**src/rtl/mux2_arbiter.sv**
```systemverilog
// Two-requester round-robin arbiter driving the select of a shared 2:1 mux.
// Optional handover statistics counter enabled by defining MUX2_ARB_STATS_EN.
module mux2_arbiter #(
    parameter int unsigned HOLD_MAX = 4
) (
    input  logic       clk_311,
    input  logic       rst_n_311,
    input  logic       req0_311,
    input  logic       req1_311,
    output logic       grant0_311,
    output logic       grant1_311,
    output logic       sel_311,
    output logic       busy_311
`ifdef MUX2_ARB_STATS_EN
    ,
    output logic [7:0] switch_cnt_311
`endif
);

    localparam int unsigned CNT_W = $clog2(HOLD_MAX + 1);

    typedef enum logic [1:0] {
        IDLE = 2'd0,
        G0   = 2'd1,
        G1   = 2'd2
    } state_t;

    state_t             state;
    state_t             state_nxt;
    logic [CNT_W-1:0]   cnt;
    logic [CNT_W-1:0]   cnt_nxt;
    logic               last;
    logic               last_nxt;
    logic               sel_nxt;
    logic               hold_end_c;

    // State, tenure counter and registered outputs
    always_ff @(posedge clk_311) begin
        if (!rst_n_311) begin
            state      <= IDLE;
            cnt        <= '0;
            last       <= 1'b1;
            grant0_311 <= 1'b0;
            grant1_311 <= 1'b0;
            sel_311    <= 1'b0;
            busy_311   <= 1'b0;
        end else begin
            state      <= state_nxt;
            cnt        <= cnt_nxt;
            last       <= last_nxt;
            grant0_311 <= (state_nxt == G0);
            grant1_311 <= (state_nxt == G1);
            sel_311    <= sel_nxt;
            busy_311   <= (state_nxt != IDLE);
        end
    end

    assign hold_end_c = (cnt == CNT_W'(HOLD_MAX - 1));

    // Next-state: release beats preempt, both resolve to a direct switch
    always_comb begin
        state_nxt = state;
        cnt_nxt   = cnt;
        last_nxt  = last;
        sel_nxt   = sel_311;

        unique case (state)
            IDLE: begin
                if (req0_311 && req1_311) begin
                    state_nxt = last ? G0 : G1;
                end else if (req0_311) begin
                    state_nxt = G0;
                end else if (req1_311) begin
                    state_nxt = G1;
                end
            end
            G0: begin
                if (!req0_311 && req1_311) begin
                    state_nxt = G1;
                end else if (!req0_311) begin
                    state_nxt = IDLE;
                end else if (req1_311 && hold_end_c) begin
                    state_nxt = G1;
                end else begin
                    cnt_nxt = hold_end_c ? '0 : cnt + CNT_W'(1);
                end
            end
            G1: begin
                if (!req1_311 && req0_311) begin
                    state_nxt = G0;
                end else if (!req1_311) begin
                    state_nxt = IDLE;
                end else if (req0_311 && hold_end_c) begin
                    state_nxt = G0;
                end else begin
                    cnt_nxt = hold_end_c ? '0 : cnt + CNT_W'(1);
                end
            end
            default: state_nxt = IDLE;
        endcase

        // Fresh grant: restart tenure, remember owner, steer the mux
        if ((state_nxt != IDLE) && (state_nxt != state)) begin
            cnt_nxt  = '0;
            last_nxt = (state_nxt == G1);
            sel_nxt  = (state_nxt == G1);
        end
    end

`ifdef MUX2_ARB_STATS_EN
    logic handover_c;

    assign handover_c = (state != IDLE) && (state_nxt != IDLE) && (state_nxt != state);

    // Saturating count of direct G0<->G1 handovers
    always_ff @(posedge clk_311) begin
        if (!rst_n_311) begin
            switch_cnt_311 <= 8'd0;
        end else if (handover_c && (switch_cnt_311 != 8'hFF)) begin
            switch_cnt_311 <= switch_cnt_311 + 8'd1;
        end
    end
`endif

endmodule

```
**config.mk**
```make
export PLATFORM = sky130hd
export DESIGN_NAME = mux2_arbiter
export DESIGN_NICKNAME = d
export VERILOG_FILES = /design/src/rtl/mux2_arbiter.sv
export SDC_FILE = /design/constraint.sdc
export NUM_CORES = 1
export LEC_CHECK = 0
export CORE_AREA = 2 2 39 41
export CTS_BUF_LIST = sky130_fd_sc_hd__clkbuf_4 sky130_fd_sc_hd__clkbuf_8
export DETAILED_ROUTE_END_ITERATION = 8
export DIE_AREA = 0 0 41 43
export SYNTH_ARGS = -nofsm -noshare
export SYNTH_HDL_FRONTEND = slang
export SYNTH_SLANG_ARGS = --single-unit
```
**constraint.sdc**
```tcl
create_clock -name clk_311 -period 1.5 [get_ports clk_311]
set_input_delay 0.3 -clock clk_311 [delete_from_list [all_inputs] [get_ports clk_311]]
set_output_delay 0.3 -clock clk_311 [all_outputs]
set_load 0.005 [all_outputs]
```
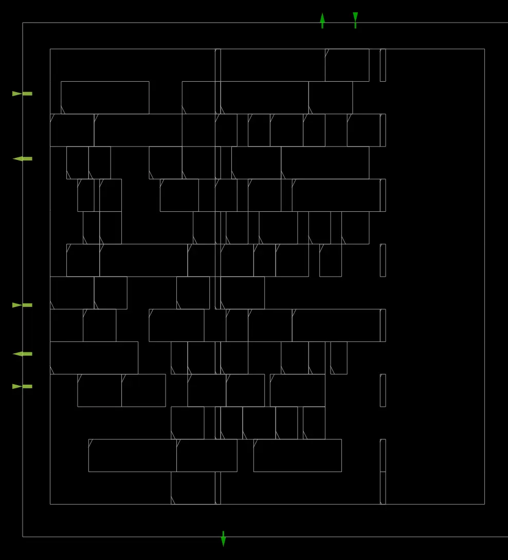
*Placed standard cells*
final standard cell count with taps included and fillers excluded: 84
tally of filler cells in the layout: 140
flop count: 10
Core ar.: 0.00138 mm²
share of the final layout cell area in sequential cells: 0.315

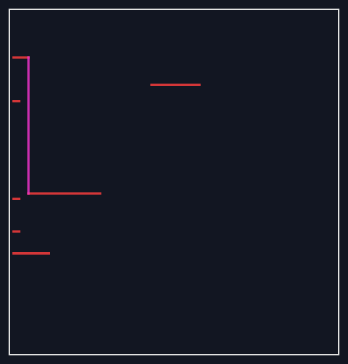
*Signal wires by layer*
Scale: 8 px per µm. Two of the layers only.
[M4] magenta | wire length: 17.0 µm
[M3] red | wire length: 23.2 µm

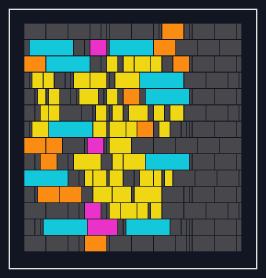
*Cells coloured by class*
Scale: 6 px per µm. Fill, decap, tap and diode cells in grey.
[clock drivers and dummy loads] magenta | cells: 4 | share of their area: 5.9%
[registers] cyan | cells: 10 | share of their area: 33%
[remaining buffers and delay cells] orange | cells: 12 | share of their area: 17%
[remaining logic cells] yellow | cells: 42 | share of their area: 44%

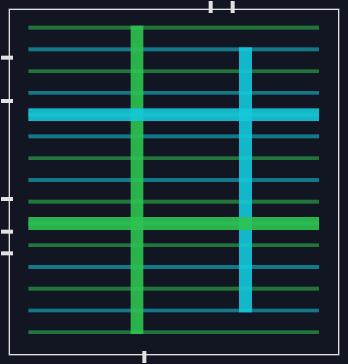
*PDN straps and rails*
Scale: 8 px per µm. Pins as bars on the die edge.
[VDD] cyan
[VSS] green
rows: 14
met1 rails: 15
signal pins: 8
horizontal die size: 41 µm
DIE HEIGHT: 43 µm
maximum ir drop on the vdd rail: 468 µV

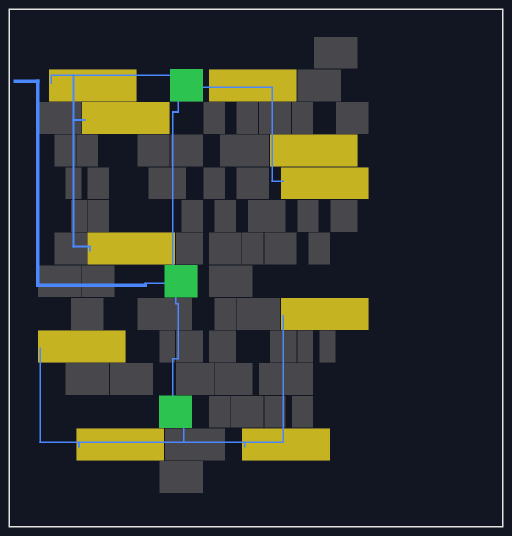
*Clock wires, drivers and flops*
Scale: 12 px per µm.
[clock-net drivers] green | count: 3
[clock wires] blue | length: 145 µm
[flip-flops] yellow | count: 10
routed clock nets: 4
later-pin clock latency in the skew report: 0.26 ns
clock group power: 0.238 mW
power share of the clock group: 0.383

==> notes.md <==
Implementation numbers.

- The flow ran to the end, and the final reports show no timing, DRC or antenna violations.
- The maximum number of pins on one net before global-route repair is 11.
- The fraction of the core area covered by cells at the end of the flow reads 0.459.
- The share of async-settable or async-resettable flops after synthesis is 0.
- The clock buffer count from CTS is 3.
- The endpoint of the worst-slack reg-to-reg timing path reads grant1_311.
- In this run the cell area of the synthesized design comes to 478 µm².
- The clock edge transition at the registers on the reported setup and hold paths is 0.07 ns.
- The critical path arrival is 1.62 ns.
- The startpoint identified for the worst register-to-register timing path is cnt[0].
- For this block, the initial DRC count from the detailed router was 3.
- The count of nets left with antenna violations once routing finished came out at 0.
- The number of cells in the yosys synthesis report reads 54.
- The area share of and-or/or-and cells after synthesis reads 0.254.
- The final layout reports a setup TNS of 0 ns.
- The met3 routed wirelength reads 23 µm.
- The number of antenna diodes reads 0.
- Summed over all instances, the cell type with the most area after synthesis is sky130_fd_sc_hd__dfxtp_1.
- The number of levels in the clock H-tree reads 1.
- The standard cell with the maximum stage delay on the critical path reads sky130_fd_sc_hd__clkdlybuf4s50_1.
- For this block, the routed nets add up to 897 µm of wire.
- The fraction of area in non-clock buffers reads 0.169.
- The synthesis log from Yosys contains 0 warnings.
- The startpoint of the lowest-slack hold path is cnt[2].
- The critical setup path kind reads in2reg.
- In the final routing, the length of wire on met1 measures 433 µm.
- Per the CTS log, the root buffer master is sky130_fd_sc_hd__clkbuf_4.
- The flip-flop count of the largest register after layout reads 3.
- The area fraction of the largest cell type after synthesis is 0.419.
- The overall power consumption reads 0.623 mW.
- The worst hold path stage count reads 2.
- The total overflow left after global routing is 0.
- Per STA, the worst path is made up of clkdlybuf4s50_1 -> and4bb_1 -> a31oi_1 -> and3_1 -> o21ba_1.
- The core utilization before placement reads 0.345.
- Dividing the detail-routed via count by the number of cells gives 4.99.
- The count of input and output buffers is 7.
- The net total in the final layout reads 74.
metrics by stage:
stage	instance area (µm²)	std cells	hold WS [ns]
after floorplan	478	54	0.372
after global placement	596	80	0.445
after detailed placement	596	80	0.449
after CTS	632	84	0.463
after global routing	636	84	0.490
final	636	84	0.456
report_power, final:
group | switching, mW | leakage (nW) | internal, mW
combinational | 0.0392 | 0.186 | 0.0522
sequential | 0.0133 | 0.0823 | 0.280
clock | 0.0911 | 0.0210 | 0.147
worst max-delay path by stage:
stage	start	end	slack, ns	cells after the start
6_report	req0_311	cnt[0]	0.09	5
5_1_grt	cnt[0]	grant0_311	0.005	6
4_1_cts	sel_311	sel_311	0.09	1
3_5_place_dp	req0_311	cnt[0]	-0.18	5
3_3_place_gp	req1_311	cnt[0]	-0.16	5
2_1_floorplan	cnt[0]	grant1_311	0.17	5
Power and IR drop assume default switching activity.
